Figure 1. Signal wires by layer.
The bar under the picture is 50 um long.
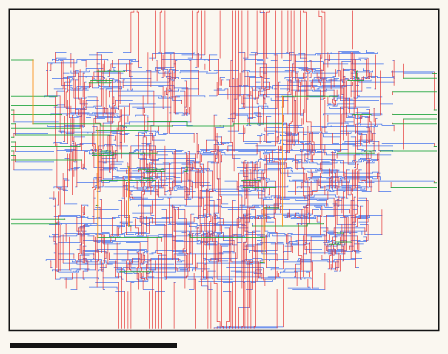
Figure 2. Metal 3.
The bar under the picture is 50 um long.
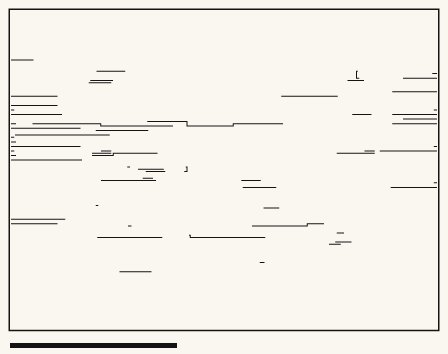
Figure 3. Placed standard cells.
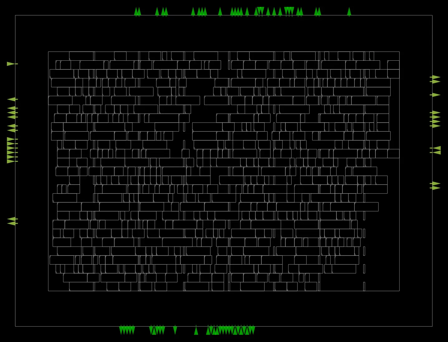
Figure 4. Cells by drive strength.
The bar under the picture is 50 um long.
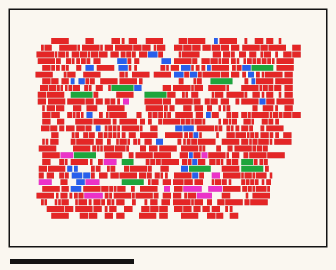
Figure 5. Ports around the boundary.
The bar under the picture is 50 um long. Pins as bars across the die edge, other pins in gray.
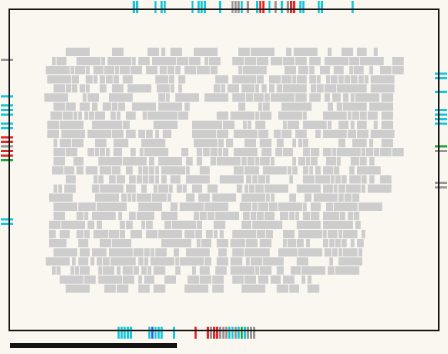
$ cat src/rtl/handshake_protocol_monitor.sv
// handshake_protocol_monitor
//   Passive ready/valid protocol checker for N_CH independent channels. It
//   counts transfers per channel and flags three protocol faults: valid
//   dropped before ready, payload changed while stalled, and a stall that
//   reaches MAX_STALL cycles. Error flags are sticky. The first erroring
//   channel since the last clear is also captured.
//
//   Optional build macro: HANDSHAKE_MONITOR_ASSERT_EN compiles in concurrent
//   assertions that mirror the flag checks. The flags behave the same way
//   whether or not the macro is defined.
//
// Ports
//   CLK, RESET     rising-edge clock, synchronous active-high reset
//   enable         low freezes monitoring: FSMs go idle, counts and flags hold
//   clr_err        one-cycle pulse that clears sticky errors and the capture
//   valid, ready   per-channel handshake, [N_CH]
//   data           payloads, channel i at [i*DATA_W +: DATA_W]
//   xfer_count     per-channel transfer counters, packed the same way as data
//   err_drop       sticky, valid fell before ready
//   err_data       sticky, payload changed while stalled
//   err_timeout    sticky, stall reached MAX_STALL
//   err_any        OR of all sticky error bits
//   first_err_vld  a first error is captured
//   first_err_ch   lowest channel index that raised an error at the capture edge

// Per-channel tracker: handshake FSM, stall counter, payload hold register,
// transfer counter and sticky flags. evt_any reports the errors raised at the
// current edge so the top level can do first-error capture across channels.
module hpm_lane #(
    parameter int DATA_W    = 4,
    parameter int CNT_W     = 16,
    parameter int MAX_STALL = 16
) (
    input  logic              CLK,
    input  logic              RESET,
    input  logic              enable,
    input  logic              clr_err,
    input  logic              valid,
    input  logic              ready,
    input  logic [DATA_W-1:0] data,
    output logic [CNT_W-1:0]  count,
    output logic              err_drop,
    output logic              err_data,
    output logic              err_timeout,
    output logic              evt_any
);
    // The counter needs headroom above MAX_STALL so that stall+1 cannot wrap
    // when the counter is saturated. This matters most when MAX_STALL is 1.
    localparam int ST_W = $clog2(MAX_STALL + 2);
    localparam logic [ST_W-1:0] STALL_MAX = ST_W'(MAX_STALL);

    typedef enum logic {IDLE, WAIT} state_t;

    state_t            state, state_n;
    logic [ST_W-1:0]   stall, stall_n;
    logic [DATA_W-1:0] hold, hold_n;
    logic              to_done, to_done_n;
    logic              xfer, e_drop, e_data, e_to;

    always_comb begin
        state_n   = state;
        stall_n   = stall;
        hold_n    = hold;
        to_done_n = to_done;
        xfer      = 1'b0;
        e_drop    = 1'b0;
        e_data    = 1'b0;
        e_to      = 1'b0;
        if (!enable) begin
            state_n   = IDLE;
            stall_n   = '0;
            to_done_n = 1'b0;
        end else begin
            case (state)
                IDLE: begin
                    to_done_n = 1'b0;
                    if (valid) begin
                        if (ready) begin
                            xfer = 1'b1;
                        end else begin
                            state_n = WAIT;
                            hold_n  = data;
                            stall_n = {{(ST_W-1){1'b0}}, 1'b1};
                        end
                    end
                end
                WAIT: begin
                    if (!valid) begin
                        e_drop  = 1'b1;
                        state_n = IDLE;
                        stall_n = '0;
                    end else begin
                        if (data != hold)
                            e_data = 1'b1;
                        if (ready) begin
                            xfer    = 1'b1;
                            state_n = IDLE;
                            stall_n = '0;
                        end else begin
                            if (stall != STALL_MAX)
                                stall_n = stall + 1'b1;
                            // Raise the timeout once per wait. The edge that
                            // enters WAIT never counts toward it, so with
                            // MAX_STALL=1 the timeout fires on the second
                            // stalled cycle.
                            if (!to_done && ((stall + 1'b1) >= STALL_MAX)) begin
                                e_to      = 1'b1;
                                to_done_n = 1'b1;
                            end
                        end
                    end
                end
                default: state_n = IDLE;
            endcase
        end
    end

    assign evt_any = e_drop | e_data | e_to;

    always_ff @(posedge CLK) begin
        if (RESET) begin
            state       <= IDLE;
            stall       <= '0;
            hold        <= '0;
            to_done     <= 1'b0;
            count       <= '0;
            err_drop    <= 1'b0;
            err_data    <= 1'b0;
            err_timeout <= 1'b0;
        end else begin
            state   <= state_n;
            stall   <= stall_n;
            hold    <= hold_n;
            to_done <= to_done_n;
            if (xfer)
                count <= count + 1'b1;
            // When a clear and a new error land on the same edge, the new
            // error is kept.
            err_drop    <= (err_drop    & ~clr_err) | e_drop;
            err_data    <= (err_data    & ~clr_err) | e_data;
            err_timeout <= (err_timeout & ~clr_err) | e_to;
        end
    end
endmodule

module handshake_protocol_monitor #(
    parameter int N_CH      = 3,
    parameter int DATA_W    = 4,
    parameter int CNT_W     = 16,
    parameter int MAX_STALL = 16,
    localparam int CH_W     = (N_CH > 1) ? $clog2(N_CH) : 1
) (
    input  logic                     CLK,
    input  logic                     RESET,
    input  logic                     enable,
    input  logic                     clr_err,
    input  logic [N_CH-1:0]          valid,
    input  logic [N_CH-1:0]          ready,
    input  logic [N_CH*DATA_W-1:0]   data,
    output logic [N_CH*CNT_W-1:0]    xfer_count,
    output logic [N_CH-1:0]          err_drop,
    output logic [N_CH-1:0]          err_data,
    output logic [N_CH-1:0]          err_timeout,
    output logic                     err_any,
    output logic                     first_err_vld,
    output logic [CH_W-1:0]          first_err_ch
);
    logic [N_CH-1:0] evt;
    logic [CH_W-1:0] first_idx;

    for (genvar g = 0; g < N_CH; g++) begin : g_lane
        hpm_lane #(
            .DATA_W    (DATA_W),
            .CNT_W     (CNT_W),
            .MAX_STALL (MAX_STALL)
        ) u_lane (
            .CLK         (CLK),
            .RESET       (RESET),
            .enable      (enable),
            .clr_err     (clr_err),
            .valid       (valid[g]),
            .ready       (ready[g]),
            .data        (data[g*DATA_W +: DATA_W]),
            .count       (xfer_count[g*CNT_W +: CNT_W]),
            .err_drop    (err_drop[g]),
            .err_data    (err_data[g]),
            .err_timeout (err_timeout[g]),
            .evt_any     (evt[g])
        );

`ifdef HANDSHAKE_MONITOR_ASSERT_EN
        a_valid_hold: assert property (@(posedge CLK) disable iff (RESET || !enable)
            (valid[g] && !ready[g]) |=> valid[g]);
        a_data_stable: assert property (@(posedge CLK) disable iff (RESET || !enable)
            (valid[g] && !ready[g]) |=> $stable(data[g*DATA_W +: DATA_W]));
        a_no_timeout: assert property (@(posedge CLK) disable iff (RESET || !enable)
            not ((valid[g] && !ready[g]) [*MAX_STALL]));
`endif
    end

    // Priority pick: scan from the top down so the lowest erroring index wins.
    always_comb begin
        first_idx = '0;
        for (int i = N_CH - 1; i >= 0; i--)
            if (evt[i])
                first_idx = CH_W'(i);
    end

    assign err_any = |{err_drop, err_data, err_timeout};

    always_ff @(posedge CLK) begin
        if (RESET) begin
            first_err_vld <= 1'b0;
            first_err_ch  <= '0;
        end else if ((|evt) && (!first_err_vld || clr_err)) begin
            first_err_vld <= 1'b1;
            first_err_ch  <= first_idx;
        end else if (clr_err) begin
            first_err_vld <= 1'b0;
            first_err_ch  <= '0;
        end
    end
endmodule

$ cat config.mk
export PLATFORM = sky130hd
export DESIGN_NAME = handshake_protocol_monitor
export DESIGN_NICKNAME = d
export VERILOG_FILES = /design/src/rtl/handshake_protocol_monitor.sv
export SDC_FILE = /design/constraint.sdc
export NUM_CORES = 1
export LEC_CHECK = 0
export CAP_MARGIN = 20
export CORE_ASPECT_RATIO = 0.7
export CORE_MARGIN = 10
export CORE_UTILIZATION = 55
export CTS_CLUSTER_DIAMETER = 150
export DETAILED_ROUTE_END_ITERATION = 8
export PLACE_DENSITY = 0.83
export SKIP_CTS_REPAIR_TIMING = 1
export SYNTH_ARGS = -nofsm -noshare
export SYNTH_HDL_FRONTEND = slang
export SYNTH_HIERARCHICAL = 1
export SYNTH_SLANG_ARGS = --single-unit
$ cat constraint.sdc
create_clock -name CLK -period 5.4 [get_ports CLK]
set_input_delay 1.62 -clock CLK [delete_from_list [all_inputs] [get_ports CLK]]
set_output_delay 1.62 -clock CLK [all_outputs]
set_load 0.02 [all_outputs]
==> results.txt <==
Synthesis and place-and-route results.

- The post-route clock skew is 0.00560 ns.
- The kind of cell adding the most delay to the critical path is AND-OR/OR-AND gates.
- The gate-level netlist out of Yosys references 50 unique cell types.
- The average via count per standard cell is roughly 5.5.
- The routability congestion estimate from global placement is 0.871.
- After floorplanning, the core was sized to cover 7910 um^2.
- Warnings raised by the tools during the run amount to 29.
- Looking at the clock tree report, the H-tree level count equals 3.
- The root cell of the clock tree is clkbuf_16.
- The final antenna diode tally reported by the flow is 0.
- The synthesized design contains around 93 register bits.
- According to the timing report, the critical path is captured at first_err_ch[1].
- In the hold timing report, the worst path depth is 1.
- Per the OpenROAD floorplan log, the area of the die is 12200 um^2.
- Per the detailed placement report, the placed cell area equals about 5400 um^2.
- 83 I/O pins were placed.
- The initial antenna violation count is 0.
- The post-synthesis cell area is 4480 um^2.
- The final report lists the setup-violating endpoint count as 0.
- The register share after synthesis is 0.416.
- CTS reports a maximum clock tree buffer depth of 2.
- The final period demand of the worst path is 3.76 ns.
- The CTS tree is yes.
- The source of the critical timing path is valid[1].
- The worst reg2reg path depth is 8.
- The detail route stage leaves a number of antenna-violating nets equal to 0.
- The worst setup path is launched from an input port.
- The yosys synthesis chip area is 4480 um^2.
- Across all register-to-register paths, the minimum setup slack is 3.06 ns.
- The number of cells reported by Yosys stat comes to 505.
- For this run, the number of Yosys warnings is 6.
- The cell sequence reported for the critical path is clkdlybuf4s50_1 > nor2b_1 > nand2_1 > o311ai_0 > nor2_1 > o211ai_2 > o21ai_1.
- The min-delay analysis places its worst path in the category flop to flop.
- In the routed design, unresolved DRC markers number 0.
- In the synthesized netlist the dominant register cell turns out to be dfxtp_1.
- The number of nets at floorplan is 536.
- The area fraction of the dominant cell type after synthesis is 0.416.
- The buffers plus inverters on the worst setup path is 1.
- The headroom to the max-slew limit is 0.416.
- The cell taking the most area after synthesis is dfxtp_1.
- Counting every instance in the synthesized netlist gives a little over 500.
- The layer carrying the most global-route usage is met2.
- The number of iterations in the first detailed-routing pass is 5.
- Per the post-synthesis stats, the area per cell is 8.87 um^2.
- The slew at the pin with the worst max-slew slack is 0.876 ns.
- The leakage power summed over all cells is 1.95 nW.
- The proportion of layout cells with a drive suffix above 1 is 0.0960.
- The critical hold path startpoint is g_lane[0].u_lane/to_done.
- In the post-synthesis netlist, the biggest area contributors are dfxtp_1 42%, xnor2_1 7.6%, nor2_1 6.6%.
- The maximum fanout encountered on the critical timing path is 9.
- The clock buffer count from CTS is 9.
- The worst-path cell with the longest stage delay is o311ai_0.
- For met1 alone, demand over resource in global routing was 0.204.
- The violation count after the first detailed-route iteration is ~340.
- For this run the aggregate overflow at the end of global routing stands at 0.
- For this configuration, the core starts out at a cell density of 0.566.
- The peak supply drop is 0.000205 V.
- The total clock sinks is 93.
- The required time at the worst endpoint is listed as between 5 and 6 ns.
- STA classifies the critical path endpoint as a flop.
- Max-slew check failures listed in the final report amount to 0.
- The setup path with the least slack is of type input port to flop.
- The number of rows created at floorplan is 27.
- The flow ran to the end, and the final reports show no timing, DRC or antenna violations.
- For reference, the clock transition at the flip-flops on the worst setup and hold paths is ~0.060 ns.
- The final setup TNS is 0 ns.
- The arrival time of data at the critical path endpoint is between 3 and 4 ns.
- Setup repair after global routing left no endpoint under its margin.
- The total half-perimeter wirelength after legalization and detailed placement is 8070 um.
- The post-layout net count is between 600 and 700.
- The cell count along the critical path is 7.
- The endpoint of the lowest-slack register-to-register path is first_err_ch[1].
- For met2 alone, demand over resource in global routing was 0.298.
- On the worst path, the slowest cell contributes a delay of 0.76 ns.
- The worst-case hold path end point is g_lane[0].u_lane/err_timeout.
- The run reported a max-capacitance violation count of 0.
- The share of flip-flops with an asynchronous set or reset after synthesis is 0.
- The via count of the first global-routing pass is 3651.
- For this run, the top clock speed supported by timing is 0.266 GHz.
- The global-route wire length before repair is 17600 um.
- The power density over the cells is 243 nW/um^2.
- Entering global routing, the biggest net connects between 50 and 60 pins.
- The later pin in the worst-skew pair is clocked with a latency of 0.34 ns.
- STA lists the startpoint of the worst register-to-register path as g_lane[0].u_lane/stall[0].
- Post-route period utilization is reported as 0.697.
- Hold-check failures listed in the final report amount to 0.
- The number of synthesized flops with an enable pin is 0.
About Figure 1:
| color | layer | wire length |
|---|---|---|
| green | met3 | 597 um |
| blue | met1 | 4760 um |
| red | met2 | 5330 um |
| orange | met4 | 124 um |
routed wire length per instance: 15.6 um
via count: 3855
Total Routed Length: 10800 um
global-route usage over all layers: 0.174

About Figure 2:
nets with wire on the layer: 50
main direction: horizontal
longest straight run: 28.1 um
met3 track demand over resource: 0.0604

About Figure 3:
number of inserted filler cells in the final layout: 636
final standard cell utilization of the core: 0.717
FFs & Latches: 93
flop share of the area: 0.328

About Figure 4:
| color | size | cells | share |
|---|---|---|---|
| red | drive 1 or less | 537 | 90% |
| green | drive 6 and up | 11 | 1.9% |
| magenta | drive 3 to 4 | 12 | 2.0% |
| blue | drive 2 | 34 | 5.7% |
number of buffers other than clock buffers in the final layout: 85
P&R area growth vs syn: 26.6%
post-route worst setup slack: 1.64 ns
area of all placed cells without fillers: 5670 um^2

About Figure 5:
| color | port | pins | direction | edge |
|---|---|---|---|---|
| cyan | xfer_count | 48 | output | 19 top, 14 bottom, 8 left, 7 right |
| red | data | 12 | input | 4 top, 4 bottom, 4 left |
| green | valid | 3 | input | 1 right, 1 left, 1 bottom |
| blue | enable | 1 | input | bottom |
all pins by edge: 29 top, 28 bottom, 15 left, 11 right
I/O Buffers: 82
die height: 95.5 um
Die X: 128 um

-- through the flow --
step | setup slack, ns | std cells | hold slack (ns) | power, W | utilization
2_1_floorplan | 2.28 | 505 | 0.438 | 0.000766 | -
3_3_place_gp | 1.47 | 679 | 0.456 | 0.000806 | 0.682
3_5_place_dp | 1.30 | 679 | 0.471 | 0.000810 | 0.682
4_1_cts | 1.70 | 695 | 0.486 | 0.00139 | 0.717
5_1_grt | 1.44 | 695 | 0.518 | 0.00143 | 0.717
6_report | 1.64 | 695 | 0.484 | 0.00138 | 0.717
-- cells by family (layout without fill, tap and decap cells) --
kind of cell | count (synthesis) | count (layout) | synth area share
xor+xnor | 45 | 45 | 0.0880
flops | 93 | 93 | 0.416
simple gates | 251 | 251 | 0.310
compound gates | 59 | 59 | 0.0810
buf+inv | 24 | 113 | 0.0215
fa+ha+maj | 9 | 9 | 0.0251
mux | 24 | 24 | 0.0587
-- layer usage --
layer  up-vias  share of wire
li1       1951              -
met1      1800           0.44
met2        92           0.49
met3        12          0.055
met4         0          0.011
met5         -              0
-- flip-flops by register name, summed over array words and instances, names as in the netlist --
name and cells:
g_lane.u_lane/count 48, first_err_ch 2, g_lane.u_lane/state 3, g_lane.u_lane/err_data 3
g_lane.u_lane/err_timeout 3, g_lane.u_lane/stall 15, g_lane.u_lane/to_done 3, g_lane.u_lane/err_drop 3
g_lane.u_lane/hold 12, first_err_vld 1
-- cells in the final DEF, fill, tap and decap left out, drive strengths merged, types with 4 or more instances in the layout --
master         instances
mux2                   9
nand2                 25
buf                    4
nor2                  80
nand3                 29
nor2b                 18
a31oi                  4
a21oi                 26
inv                   12
xor2                   6
mux2i                 15
clkbuf                11
dfxtp                 93
and3                   9
xnor2                 39
o21ai                 13
clkinv                 5
nor4                  10
ha                     9
clkdlybuf4s50         81
nand4                 19
nand2b                14
nor3b                  4
nor3                  20
or3                    5
-- cell usage after synthesis (all sizes together), types with 10 or more instances --
master	number
a21oi	26
dfxtp	93
inv	12
mux2i	15
nand2	25
nand2b	14
nand3	29
nand4	19
nor2	80
nor2b	18
nor3	20
nor4	10
o21ai	13
xnor2	39
-- power by group --
| part | total (W) | internal, W | leakage [nW] | switching [W] |
|---|---|---|---|---|
| registers | 0.000702 | 0.000693 | 0.751 | 0.00000874 |
| clock network | 0.000585 | 0.000333 | 0.145 | 0.000252 |
| logic | 0.0000936 | 0.0000417 | 1.06 | 0.0000519 |
-- worst register-to-register path, cell delays in order, from the launching register on --
cell      delay (ns)
dfxtp_1         0.40
ha_1            0.22
nand3_1         0.11
xnor2_1         0.25
nand2_1         0.11
o311ai_0        0.74
nor2_1          0.14
o211ai_2        0.16
o21ai_1         0.08
-- cell type report --
class	count	area, um^2	share of cell area
inverter	12	45.0	0.00795
multi-input combinational	388	2520	0.444
clock inverter	5	25.0	0.00441
sequential	93	1860	0.328
timing repair buffer	85	838	0.148
tap	101	126	0.0223
clock buffer	11	253	0.0446
Power and IR drop assume default switching activity.
